## config.mk

```make
export PLATFORM = sky130hd
export DESIGN_NAME = bw_mac16
export DESIGN_NICKNAME = d
export VERILOG_FILES = /design/src/rtl/bw_mac_pkg.sv /design/src/rtl/BW_mul16.sv /design/src/rtl/bw_mac16.sv
export SDC_FILE = /design/constraint.sdc
export NUM_CORES = 1
export LEC_CHECK = 0
export CAP_MARGIN = 10
export CORE_MARGIN = 2
export CORE_UTILIZATION = 55
export DETAILED_ROUTE_END_ITERATION = 7
export PLACE_DENSITY = 0.75
export RECOVER_POWER = 100
export SLEW_MARGIN = 10
export SYNTH_ARGS = -nofsm -noshare
export SYNTH_HDL_FRONTEND = slang
export SYNTH_HIERARCHICAL = 1
export SYNTH_SLANG_ARGS = --single-unit
export TNS_END_PERCENT = 1
```

## constraint.sdc

```tcl
create_clock -name clk -period 11.8 [get_ports clk]
set_input_delay 2.36 -clock clk [delete_from_list [all_inputs] [get_ports clk]]
set_output_delay 2.36 -clock clk [all_outputs]
set_load 0.1 [all_outputs]
```

## src/rtl/bw_mac_pkg.sv

```systemverilog
// Shared constants and types for the bw_mac16 multiply-accumulate stage.
package bw_mac_pkg;

   localparam int WIDTH_DEF = 16;
   localparam int ACC_W_DEF = 40;
   localparam int ACC_W_MAX = 64;

   typedef enum logic {IDLE, ACCUM} state_t;

   // Saturation bounds are produced at ACC_W_MAX bits; callers truncate to their own ACC_W.
   function automatic logic [ACC_W_MAX-1:0] sat_pos_bound(input int w);
      return (ACC_W_MAX'(1) << (w - 1)) - ACC_W_MAX'(1);
   endfunction

   function automatic logic [ACC_W_MAX-1:0] sat_neg_bound(input int w);
      return ACC_W_MAX'(1) << (w - 1);
   endfunction

endpackage

```

## src/rtl/BW_mul16.sv

```systemverilog
// Baugh-Wooley signed WIDTH x WIDTH combinational multiplier.
module BW_mul16 #(
   parameter int WIDTH = 16
) (
   input  logic signed [WIDTH-1:0]   X,
   input  logic signed [WIDTH-1:0]   Y,
   output logic signed [2*WIDTH-1:0] P
);

   localparam int PW = 2 * WIDTH;
   // Complemented sign-row/column terms need 2^WIDTH + 2^(2*WIDTH-1) added back.
   localparam logic [PW-1:0] CORR = (PW'(1) << WIDTH) + (PW'(1) << (PW - 1));

   logic [PW-1:0]    sum;
   logic [WIDTH-1:0] row;
   logic             pp;

   always_comb begin
      sum = CORR;
      row = '0;
      pp  = 1'b0;
      for (int i = 0; i < WIDTH; i++) begin
         for (int j = 0; j < WIDTH; j++) begin
            pp = X[i] & Y[j];
            if ((i == WIDTH - 1) != (j == WIDTH - 1)) pp = ~pp;
            row[j] = pp;
         end
         sum = sum + (PW'(row) << i);
      end
   end

   assign P = sum;

endmodule

```

## src/rtl/bw_mac16.sv

```systemverilog
// Signed dot-product MAC downstream of BW_mul16: one result per s_last-terminated vector.
// Optional macro BW_MAC_SAT_EN: saturate the accumulator on overflow instead of wrapping.
module bw_mac16
   import bw_mac_pkg::*;
#(
   parameter int WIDTH = WIDTH_DEF,
   parameter int ACC_W = ACC_W_DEF
) (
   input  logic                    clk,
   input  logic                    rst,
   input  logic                    s_valid,
   output logic                    s_ready,
   input  logic signed [WIDTH-1:0] s_x,
   input  logic signed [WIDTH-1:0] s_y,
   input  logic                    s_last,
   output logic                    m_valid,
   input  logic                    m_ready,
   output logic signed [ACC_W-1:0] m_acc,
   output logic [15:0]             m_cnt,
   output logic                    m_ovf
);

   logic signed [2*WIDTH-1:0] prod_mul;
   logic signed [2*WIDTH-1:0] prod_p1;
   logic                      vld_p1;
   logic                      last_p1;
   logic                      stall;
   logic                      in_xfer;
   logic                      step;
   state_t                    state;
   state_t                    state_n;
   logic signed [ACC_W-1:0]   acc_q;
   logic signed [ACC_W-1:0]   base;
   logic signed [ACC_W-1:0]   addend;
   logic signed [ACC_W-1:0]   sum_raw;
   logic signed [ACC_W-1:0]   sum;
   logic [15:0]               cnt_q;
   logic [15:0]               cnt_n;
   logic                      ovf_q;
   logic                      ovf_step;
   logic                      ovf_n;

`ifdef BW_MAC_SAT_EN
   localparam logic signed [ACC_W-1:0] SAT_POS = ACC_W'(sat_pos_bound(ACC_W));
   localparam logic signed [ACC_W-1:0] SAT_NEG = ACC_W'(sat_neg_bound(ACC_W));

   function automatic logic signed [ACC_W-1:0] sat_sum(input logic signed [ACC_W-1:0] raw,
                                                      input logic ovf, input logic neg);
      if (!ovf) return raw;
      return neg ? SAT_NEG : SAT_POS;
   endfunction
`endif

   // A held result only blocks input once the next last term is waiting in S1.
   assign stall   = vld_p1 && last_p1 && m_valid && !m_ready;
   assign s_ready = !rst && !stall;
   assign in_xfer = s_valid && s_ready;
   assign step    = vld_p1 && !stall;

   BW_mul16 #(.WIDTH(WIDTH)) u_mul (
      .X (s_x),
      .Y (s_y),
      .P (prod_mul)
   );

   // ---- S1: registered product ----
   always_ff @(posedge clk) begin
      if (rst)         vld_p1 <= 1'b0;
      else if (!stall) vld_p1 <= in_xfer;
   end

   always_ff @(posedge clk) begin
      if (in_xfer) begin
         prod_p1 <= prod_mul;
         last_p1 <= s_last;
      end
   end

   // ---- S2: accumulate ----
   always_comb begin
      base     = (state == ACCUM) ? acc_q : '0;
      addend   = ACC_W'(prod_p1);
      sum_raw  = base + addend;
      ovf_step = (base[ACC_W-1] == addend[ACC_W-1]) && (sum_raw[ACC_W-1] != base[ACC_W-1]);
`ifdef BW_MAC_SAT_EN
      sum      = sat_sum(sum_raw, ovf_step, base[ACC_W-1]);
`else
      sum      = sum_raw;
`endif
      cnt_n    = ((state == ACCUM) ? cnt_q : 16'd0) + 16'd1;
      ovf_n    = ((state == ACCUM) && ovf_q) || ovf_step;
      state_n  = state;
      if (step) state_n = last_p1 ? IDLE : ACCUM;
   end

   always_ff @(posedge clk) begin
      if (rst) state <= IDLE;
      else     state <= state_n;
   end

   always_ff @(posedge clk) begin
      if (step && !last_p1) begin
         acc_q <= sum;
         cnt_q <= cnt_n;
         ovf_q <= ovf_n;
      end
   end

   // ---- Output register ----
   always_ff @(posedge clk) begin
      if (rst) begin
         m_valid <= 1'b0;
         m_acc   <= '0;
         m_cnt   <= '0;
         m_ovf   <= 1'b0;
      end else if (step && last_p1) begin
         m_valid <= 1'b1;
         m_acc   <= sum;
         m_cnt   <= cnt_n;
         m_ovf   <= ovf_n;
      end else if (m_ready) begin
         m_valid <= 1'b0;
      end
   end

endmodule

```

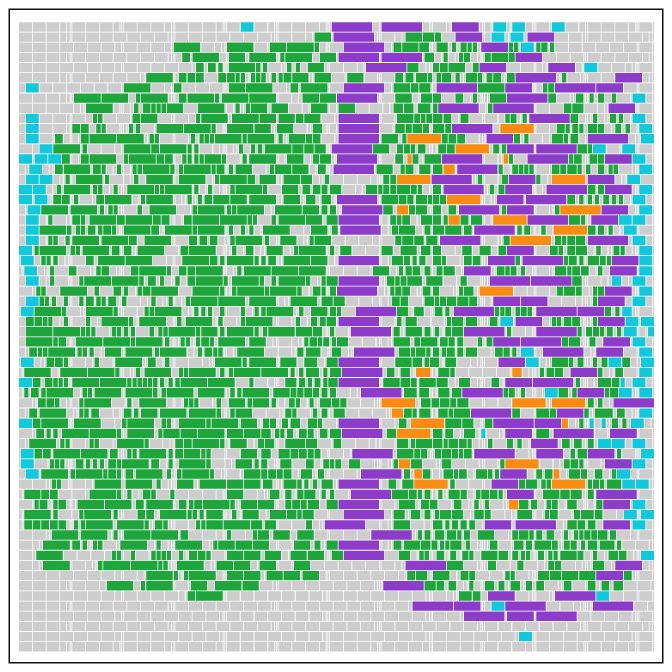
(run_1/cell_classes.png)
Fill, decap, tap and diode cells in grey.
legend:
  cyan:
    class: other buffers and delay cells
    cells: 101
  orange:
    class: clock drivers and dummy loads
    cells: 32
  green:
    class: all other logic
    cells: 1485
  purple:
    class: flip-flops
    cells: 150

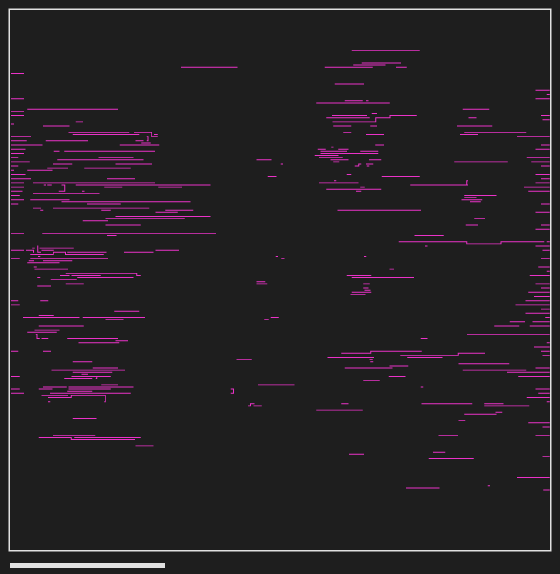
(run_1/met3.png)
Scale bar: 50 um.
nets with wire on the layer: 241
main direction: horizontal
longest straight run: 55.9 um
wire length on this layer: 2460 um

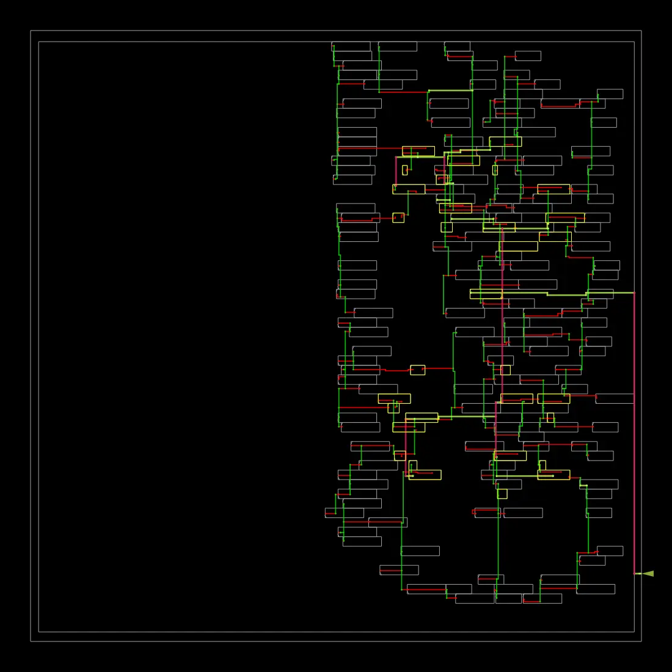
(run_1/final_clocks.png)
Worst Clk Skew: 0.0124 ns
flop count: 150

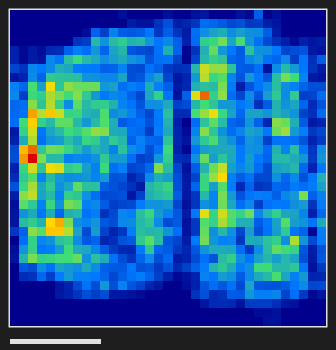
(run_1/wire_density.png)
Scale bar: 50 um. 35 x 35 tiles, from dark blue (low) to red (high), scaled to the fullest tile. Values are wire area over tile area, all layers added.
mean over tiles: 0.19
nearly empty tiles: 15%
tiles over half the peak: 8.8%
fullest tile: 0.79
densest ninth of the die: middle left
emptiest ninth of the die: bottom centre

==> flow_metrics.tcl, run 1 <==
# collected from the flow reports
set metrics [dict create \
    yosys_cells 1704 \
    p_sw_mw 2.40 \
    wl_mm 36.6 \
    start_kind "input pin" \
    hold_viol 0 \
    cts_sinks 150 \
    avgRoutedWirePerCell_um 17.0 \
    stdcell_count 2152 \
    rr_worst_depth 11 \
    portBuffers 95 \
    worst-path-buf-inv 4 \
    drtPass1Iterations 5 \
    root_buffer "clkbuf_16" \
    cts_buffer_depth 2 \
    grt_overflow 0 \
    vias 12300 \
    status "finished with violations" \
    die-area_um2 30500 \
    finalClockPeriodUsage 0.743 \
    syn-num-nets 2075 \
    rsz0062_at_grt "no" \
    area_growth_pct 10.6 \
    power.density_nw_per_um2 283 \
    grt_pass1_vias 12500 \
    hpwl_mm 27.6 \
    pwr-share-seq 0.170 \
    die_w_um 175 \
    slowest_stage "dlygate4sd3_1" \
    holdWs_ns 0.449 \
    p_comb_frac 0.723 \
    coreArea_um2 28700 \
    gr-usage-all-layers 0.246 \
    top_area_frac 0.249 \
    first_iter_violations 795 \
    crit_family "adder cells" \
    cp_cell_sequence "dlygate4sd3_1 > nand2_1 > fa_1 > inv_1 > fa_1 > fa_1 > inv_1 > fa_1 > inv_1 > fa_1 > ha_1 > ha_1 > a21o_1 > a221oi_1 > o31a_2 > o21ai_0 > a221o_1 > a21oi_1 > xnor2_1" \
    ant_nets 0 \
    yosys.area.top_type "fa_1" \
    io_pins 96 \
    cts_tree "yes" \
    ff_type "edfxtp_1" \
    path_class "input pin to register" \
    syn-cell-area_um2 16000 \
    r2r-end "ovf_q" \
    viasPerCell 5.71 \
    yosysMostFrequentCell "nand2_1" \
    cts_hold_buf 0 \
    synth_flops 150 \
    top_cells_by_count "nand2_1 (281), inv_1 (201), fa_1 (199), and2_1 (164), ha_1 (135)" \
    fmax_ghz 0.114 \
    layout-drive-gt1-share 0.0266 \
    ir_drop_mv 0.265 \
    critPathArrivalTime_ns 8.93 \
    r2r-start "state" \
    nNetsFinal 2126 \
    clk_latency_ns 0.42 \
    cp.depth 19 \
    cp_max_fo 16 \
    tightest_slew_ns 3.46 \
    setup_viol 0 \
    syn_inst 1704 \
    slew_headroom -1.31 \
    startpoint "s_y[4]" \
    critPathCapture "prod_p1[31]" \
    rows 62 \
    cp_common_cell "fa_1" \
    cts-htree-levels 4 \
    power.total_mw 5.01 \
    slew_violations 192 \
    drcViolationCount 0 \
    synth.avg_cell_area_um2 9.39 \
    diodes 0 \
    leakagePower_nw 8.10 \
    tool_warnings 26 \
    yosysSeqAreaShare 0.244 \
    antenna_found_initial 0 \
    grt_pass1_wl_mm 61.1 \
    gp_congestion 0.920 \
    synthArstFlopShare 0 \
    violations "max-capacitance violations, max-slew violations" \
    cts_buffers 17 \
    critPathCaptureType "register" \
    clk_pin_slew_ns 0.07 \
    switching_share 0.479 \
    fp_util 0.557 \
    p_int_mw 2.61 \
    grt_max_degree 59 \
    worst_ep_required_time_ns 11.96 \
    p_clk_frac 0.107 \
    max_stage_delay_ns 1.00 \
    synth_warnings 6 \
    die_y_um 175 \
    synthTopCellsByArea "fa_1 (25%), edfxtp_1 (17%), ha_1 (11%)" \
    ys_area_um2 16000 \
    period_needed_ns 8.77 \
    hp-class "register to register" \
    synth_cell_types 78 \
    cts_resized 0 \
    rrSetupSlack_ns 5.95 \
    cap_violations 4 \
    cts_setup_buffers 0 \
    edf_count 90 \
    dp_cells 2120 \
    timing.setup.tns_ns 0 \
]
[run 1: power groups by stage]
stage                     Clock (mW)  Sequential (mW)  Combinational, mW
after CTS                      0.542            0.853               3.62
after global routing           0.568            0.860               4.12
final                          0.535            0.853               3.62
after global placement             0            0.861               3.51
after detailed placement           0            0.862               3.59
after floorplan                    0            0.931               2.77
[run 1: layer usage]
metal	wire length, um	share of wire	GRT usage	up-vias
li1	-	-	-	5714
met1	16500	0.45	0.340	6016
met2	17000	0.46	0.413	493
met3	2460	0.067	0.0267	56
met4	642	0.018	0.0698	0
met5	0	0	0	-
[run 1: cell usage in the layout, fill, tap and decap left out, types with 10 or more instances in the layout]
cell type | synthesis | final
dfxtp_1 | 60 | 60
a21boi_0 | 5 | 11
nand2_1 | 281 | 281
nor3_1 | 18 | 18
dlygate4sd3_1 | 0 | 65
and2_0 | 0 | 16
inv_1 | 201 | 201
edfxtp_1 | 90 | 90
nand3_1 | 28 | 27
and2_1 | 164 | 148
clkdlybuf4s50_1 | 0 | 29
xor2_1 | 23 | 23
clkbuf_16 | 0 | 17
ha_1 | 135 | 135
o21ai_0 | 30 | 36
nor2_1 | 47 | 47
and3_1 | 16 | 17
nand4_1 | 13 | 13
or3_1 | 10 | 10
xnor2_1 | 43 | 43
a21oi_1 | 97 | 99
a31oi_1 | 11 | 12
fa_1 | 199 | 199
a21o_1 | 26 | 26
[run 1: cells by family (layout without fill, tap and decap cells)]
group	after synthesis	in the layout	synth area share
AOI/OAI and AO/OA	261	261	0.109
xor gates and xnor gates	66	66	0.0361
adders and majority gates	334	334	0.355
buffers and inverters	271	335	0.0647
DFF	150	150	0.244
muxes	1	1	0.000626
and+or+nand+nor	621	621	0.191
[run 1: sequential cells by signal (all words and copies together) (netlist names)]
register,flops
vld_p1,1
m_cnt,16
last_p1,1
m_valid,1
state,1
prod_p1,32
ovf_q,1
m_ovf,1
cnt_q,16
m_acc,40
acc_q,40
[run 1: final cells by class]
class / instances / area, um^2
Fill cell: 2409 / 11000
Timing Repair Buffer: 101 / 976
Tap cell: 384 / 480
Clock buffer: 19 / 433
Clock inverter: 13 / 146
Sequential cell: 150 / 3900
Multi-Input combinational cell: 1283 / 11000
Inverter: 202 / 758
[run 1: how the worst min path moves through the flow]
stage	end	depth (start not counted)	startpoint	slack (ns)
after floorplan	m_valid	2	vld_p1	0.50
after global placement	m_acc[23]	2	m_acc[23]	0.44
after detailed placement	m_acc[21]	2	m_acc[21]	0.45
after CTS	m_acc[21]	2	m_acc[21]	0.46
after global routing	m_acc[22]	2	m_acc[22]	0.47
final	m_cnt[12]	2	m_cnt[12]	0.45
[run 1: worst register-to-register path, delay by kind of cell, from the launching register on]
family / cells / cell delay [ns]
buffers and inverters: 1 / 1.32
adders and majority gates: 1 / 0.35
DFF: 1 / 0.62
AOI/OAI and AO/OA: 4 / 2.02
and+or+nand+nor: 5 / 1.29
[run 1: per-stage QoR]
step	setup slack, ns	area [um^2]	util
2_1_floorplan	4.07	16000	-
3_3_place_gp	3.15	17200	0.600
3_5_place_dp	3.03	17200	0.600
4_1_cts	3.46	17800	0.620
5_1_grt	2.73	17700	0.616
6_report	3.03	17700	0.616
==> run_1/met1.png <==
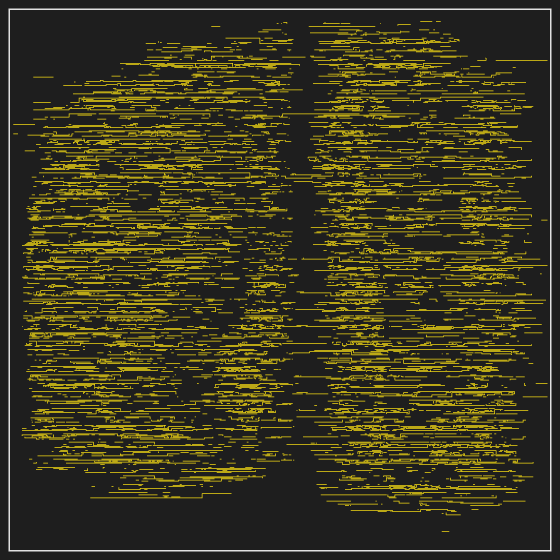

## Run 2: what changed since run 1
--- a/config.mk
+++ b/config.mk
@@ -9,7 +9,7 @@
 export CORE_MARGIN = 2
 export CORE_UTILIZATION = 55
 export DETAILED_ROUTE_END_ITERATION = 7
-export PLACE_DENSITY = 0.75
+export PLACE_DENSITY = 0.78
 export RECOVER_POWER = 100
 export SLEW_MARGIN = 10
 export SYNTH_ARGS = -nofsm -noshare
==> constraint.sdc (replaced) <==
create_clock -name clk -period 7.9 [get_ports clk]
set_input_delay 1.58 -clock clk [delete_from_list [all_inputs] [get_ports clk]]
set_output_delay 1.58 -clock clk [all_outputs]
set_load 0.1 [all_outputs]
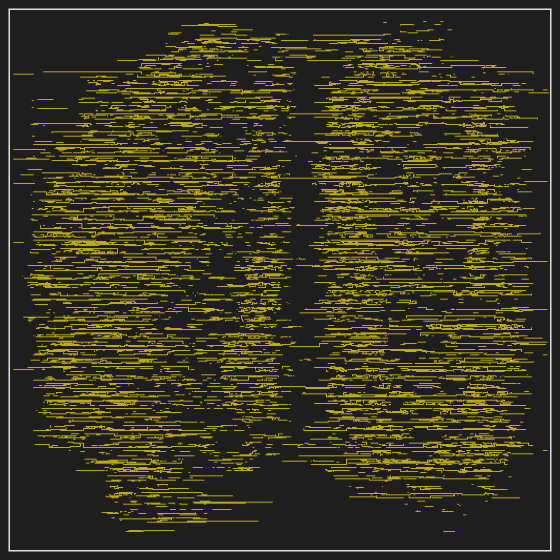
(run_2/met1.png)
nets with wire on the layer: 2006
longest straight run: 37.7 um
main direction: horizontal

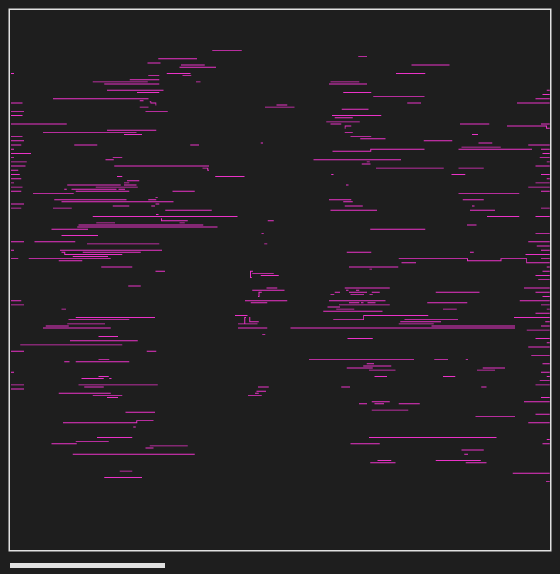
(run_2/met3.png)
Scale bar: 50 um.
longest straight run: 72.2 um
main direction: horizontal

==> run 2 against run 1 <==
The flow still finishes with violations (max-capacitance violations, max-slew violations). Die area stayed put. Critical path depth unchanged. Via count grew 1.0%. Cell count up 2.0%. Setup slack worse by 2.8 ns. Power is 52% higher. Sequential share of layout area fell by 0.46 points. Global-route usage is 0.22 points higher. Synthesized cell count did not move. Clock-buffer cell count down 1. Register-to-register slack got worse by 3.0 ns. Flip-flop count unchanged. Critical endpoint unchanged.
==> flow_metrics.tcl, run 2 <==
# collected from the flow reports
set metrics [dict create \
    start_kind "input pin" \
    avgRoutedWirePerCell_um 16.7 \
    yosysSeqAreaShare 0.244 \
    drcViolationCount 0 \
    syn-cell-area_um2 16000 \
    grt_overflow 0 \
    tool_warnings 26 \
    viasPerCell 5.65 \
    top_area_frac 0.249 \
    grt_pass1_vias 12700 \
    yosysMostFrequentCell "nand2_1" \
    violations "max-capacitance violations, max-slew violations" \
    fill_cells 2381 \
    fmax_ghz 0.131 \
    critPathCaptureType "register" \
    r2r-start "state" \
    root_buffer "clkbuf_16" \
    cts-htree-levels 4 \
    max_stage_delay_ns 0.89 \
    grt_pass1_wl_mm 61.6 \
    clk_pin_slew_ns 0.06 \
    cts_tree "yes" \
    ant_nets 0 \
    pre_cts_ws_ns 0.0359 \
    cp_common_cell "fa_1" \
    rows 62 \
    hpwl_mm 28.7 \
    fin_util 0.629 \
    top_cells_by_count "nand2_1 (281), inv_1 (201), fa_1 (199), and2_1 (164), ha_1 (135)" \
    slowest_stage "dlygate4sd3_1" \
    ff_type "edfxtp_1" \
    layout-drive-gt1-share 0.0513 \
    area_growth_pct 12.9 \
    synth.avg_cell_area_um2 9.39 \
    synth_cell_types 78 \
    gp_congestion 0.933 \
    r2r-end "m_acc[36]" \
    worst-path-buf-inv 4 \
    die_y_um 175 \
    vias 12400 \
    timing.setup.tns_ns 0 \
    power.density_nw_per_um2 420 \
    cts_setup_buffers 0 \
    status "finished with violations" \
    synthTopCellsByArea "fa_1 (25%), edfxtp_1 (17%), ha_1 (11%)" \
    p_comb_frac 0.728 \
    slew_headroom -1.19 \
    wl_mm 36.7 \
    cp_cell_sequence "dlygate4sd3_1 > nand2_1 > fa_1 > inv_1 > fa_1 > fa_1 > inv_1 > fa_1 > inv_1 > fa_1 > ha_1 > ha_1 > a21o_1 > a221oi_1 > o31a_2 > o21ai_2 > a221o_1 > a21oi_1 > xnor2_1" \
    edf_count 90 \
    ir_drop_mv 0.402 \
    rrSetupSlack_ns 2.92 \
    switching_share 0.482 \
    pwr-share-seq 0.168 \
    clk_latency_ns 0.42 \
    cts_hold_buf 0 \
    grt_max_degree 59 \
    die-area_um2 30500 \
    lay_top_count "nand2_1" \
    worstHoldEndpoint "m_cnt[7]" \
    gr-usage-all-layers 0.248 \
    drtPass1Iterations 7 \
    hold_path_depth 2 \
    reg_top3 "acc_q x40, m_acc x40, prod_p1 x32" \
    antenna_found_initial 0 \
    cts_resized 0 \
    min-delay-start "m_cnt[7]" \
    nNetsFinal 2170 \
    synthArstFlopShare 0 \
    skew_ns 0.0115 \
    coreArea_um2 28700 \
    crit_family "adder cells" \
    tightest_slew_ns 3.28 \
    p_clk_frac 0.104 \
    synth_flops 150 \
    p_sw_mw 3.66 \
    fin_ws_ns 0.258 \
    yosys_cells 1704 \
    setup_viol 0 \
    cap_violations 4 \
    first_iter_violations 820 \
    cts_sinks 150 \
    hold_viol 0 \
    final_cell_mix "nand2_1 (281), inv_1 (201), fa_1 (199)" \
    worst_ep_required_time_ns 8.06 \
    rsz0062_at_grt "no" \
    ys_area_um2 16000 \
    syn_inst 1704 \
    cts_buffers 17 \
    critPathArrivalTime_ns 7.80 \
    cp_max_fo 14 \
    path_class "input pin to register" \
    hp-class "register to register" \
    period_needed_ns 7.64 \
    yosys.area.top_type "fa_1" \
    diodes 0 \
    portBuffers 95 \
    fp_util 0.557 \
    cts_buffer_depth 2 \
    io_pins 96 \
    leakagePower_nw 8.31 \
    syn-num-nets 2075 \
    p_int_mw 3.93 \
    slew_violations 190 \
    die_w_um 175 \
    synth_warnings 6 \
    rr_worst_depth 11 \
    finalClockPeriodUsage 0.967 \
]
==> run 2: cell counts after synthesis <==
No cell type changed its count.
==> run 2: worst max path at each step <==
stage                      start     endpoint  slack, ns  depth (start not counted)
after floorplan           s_y[4]  prod_p1[29]       0.95                         19
after CTS                 s_y[8]  prod_p1[31]       0.49                         21
after global routing      s_y[8]  prod_p1[31]       0.12                         19
after global placement    s_y[8]  prod_p1[31]       0.21                         21
final                     s_y[8]  prod_p1[31]       0.26                         19
after detailed placement  s_y[8]  prod_p1[31]       0.04                         21
==> run 2: layout make-up <==
cell class	count	area, um^2	area share
inverter	202	758	0.0420
clock inverter	14	141	0.00783
timing repair buffer	145	1320	0.0731
tap	384	480	0.0266
sequential	150	3900	0.216
multi-input combinational	1283	11000	0.610
clock buffer	18	439	0.0243
==> run 2: worst min-delay path: stages (launching register included) <==
cell and delay (ns):
dfxtp_1 0.31, nand2_1 0.05, a21oi_1 0.05
==> run 2: layer usage <==
layer  track usage  part of all wire
met5             0                 0
met4        0.0684             0.018
met3        0.0354             0.071
met2         0.416              0.47
met1         0.339              0.44
==> run 2: cell families after synthesis <==
family / after synthesis / synth area share
adder cells (fa/ha/maj): 334 / 0.355
AND-OR/OR-AND: 261 / 0.109
buffers and inverters: 271 / 0.0647
multiplexers: 1 / 0.000626
AND/OR/NAND/NOR: 621 / 0.191
flip-flops: 150 / 0.244
XOR/XNOR: 66 / 0.0361
==> run 2: per-stage QoR <==
| step | total power [mW] | cell area, um^2 | hold slack, ns | std cells |
|---|---|---|---|---|
| after floorplan | 5.53 | 16000 | 0.501 | 1704 |
| after global placement | 6.56 | 17600 | 0.442 | 2164 |
| after detailed placement | 6.74 | 17600 | 0.446 | 2164 |
| after CTS | 7.57 | 18100 | 0.455 | 2196 |
| after global routing | 8.34 | 18100 | 0.472 | 2196 |
| final | 7.59 | 18100 | 0.450 | 2196 |
==> run 2: power by group through the flow <==
| stage | Sequential (mW) | Clock [mW] | Combinational (mW) |
|---|---|---|---|
| 2_1_floorplan | 1.39 | 0 | 4.14 |
| 3_3_place_gp | 1.29 | 0 | 5.27 |
| 3_5_place_dp | 1.29 | 0 | 5.45 |
| 4_1_cts | 1.27 | 0.800 | 5.50 |
| 5_1_grt | 1.29 | 0.834 | 6.22 |
| 6_report | 1.27 | 0.790 | 5.52 |
Power figures rest on the tool's default switching activity, not on a simulated workload.
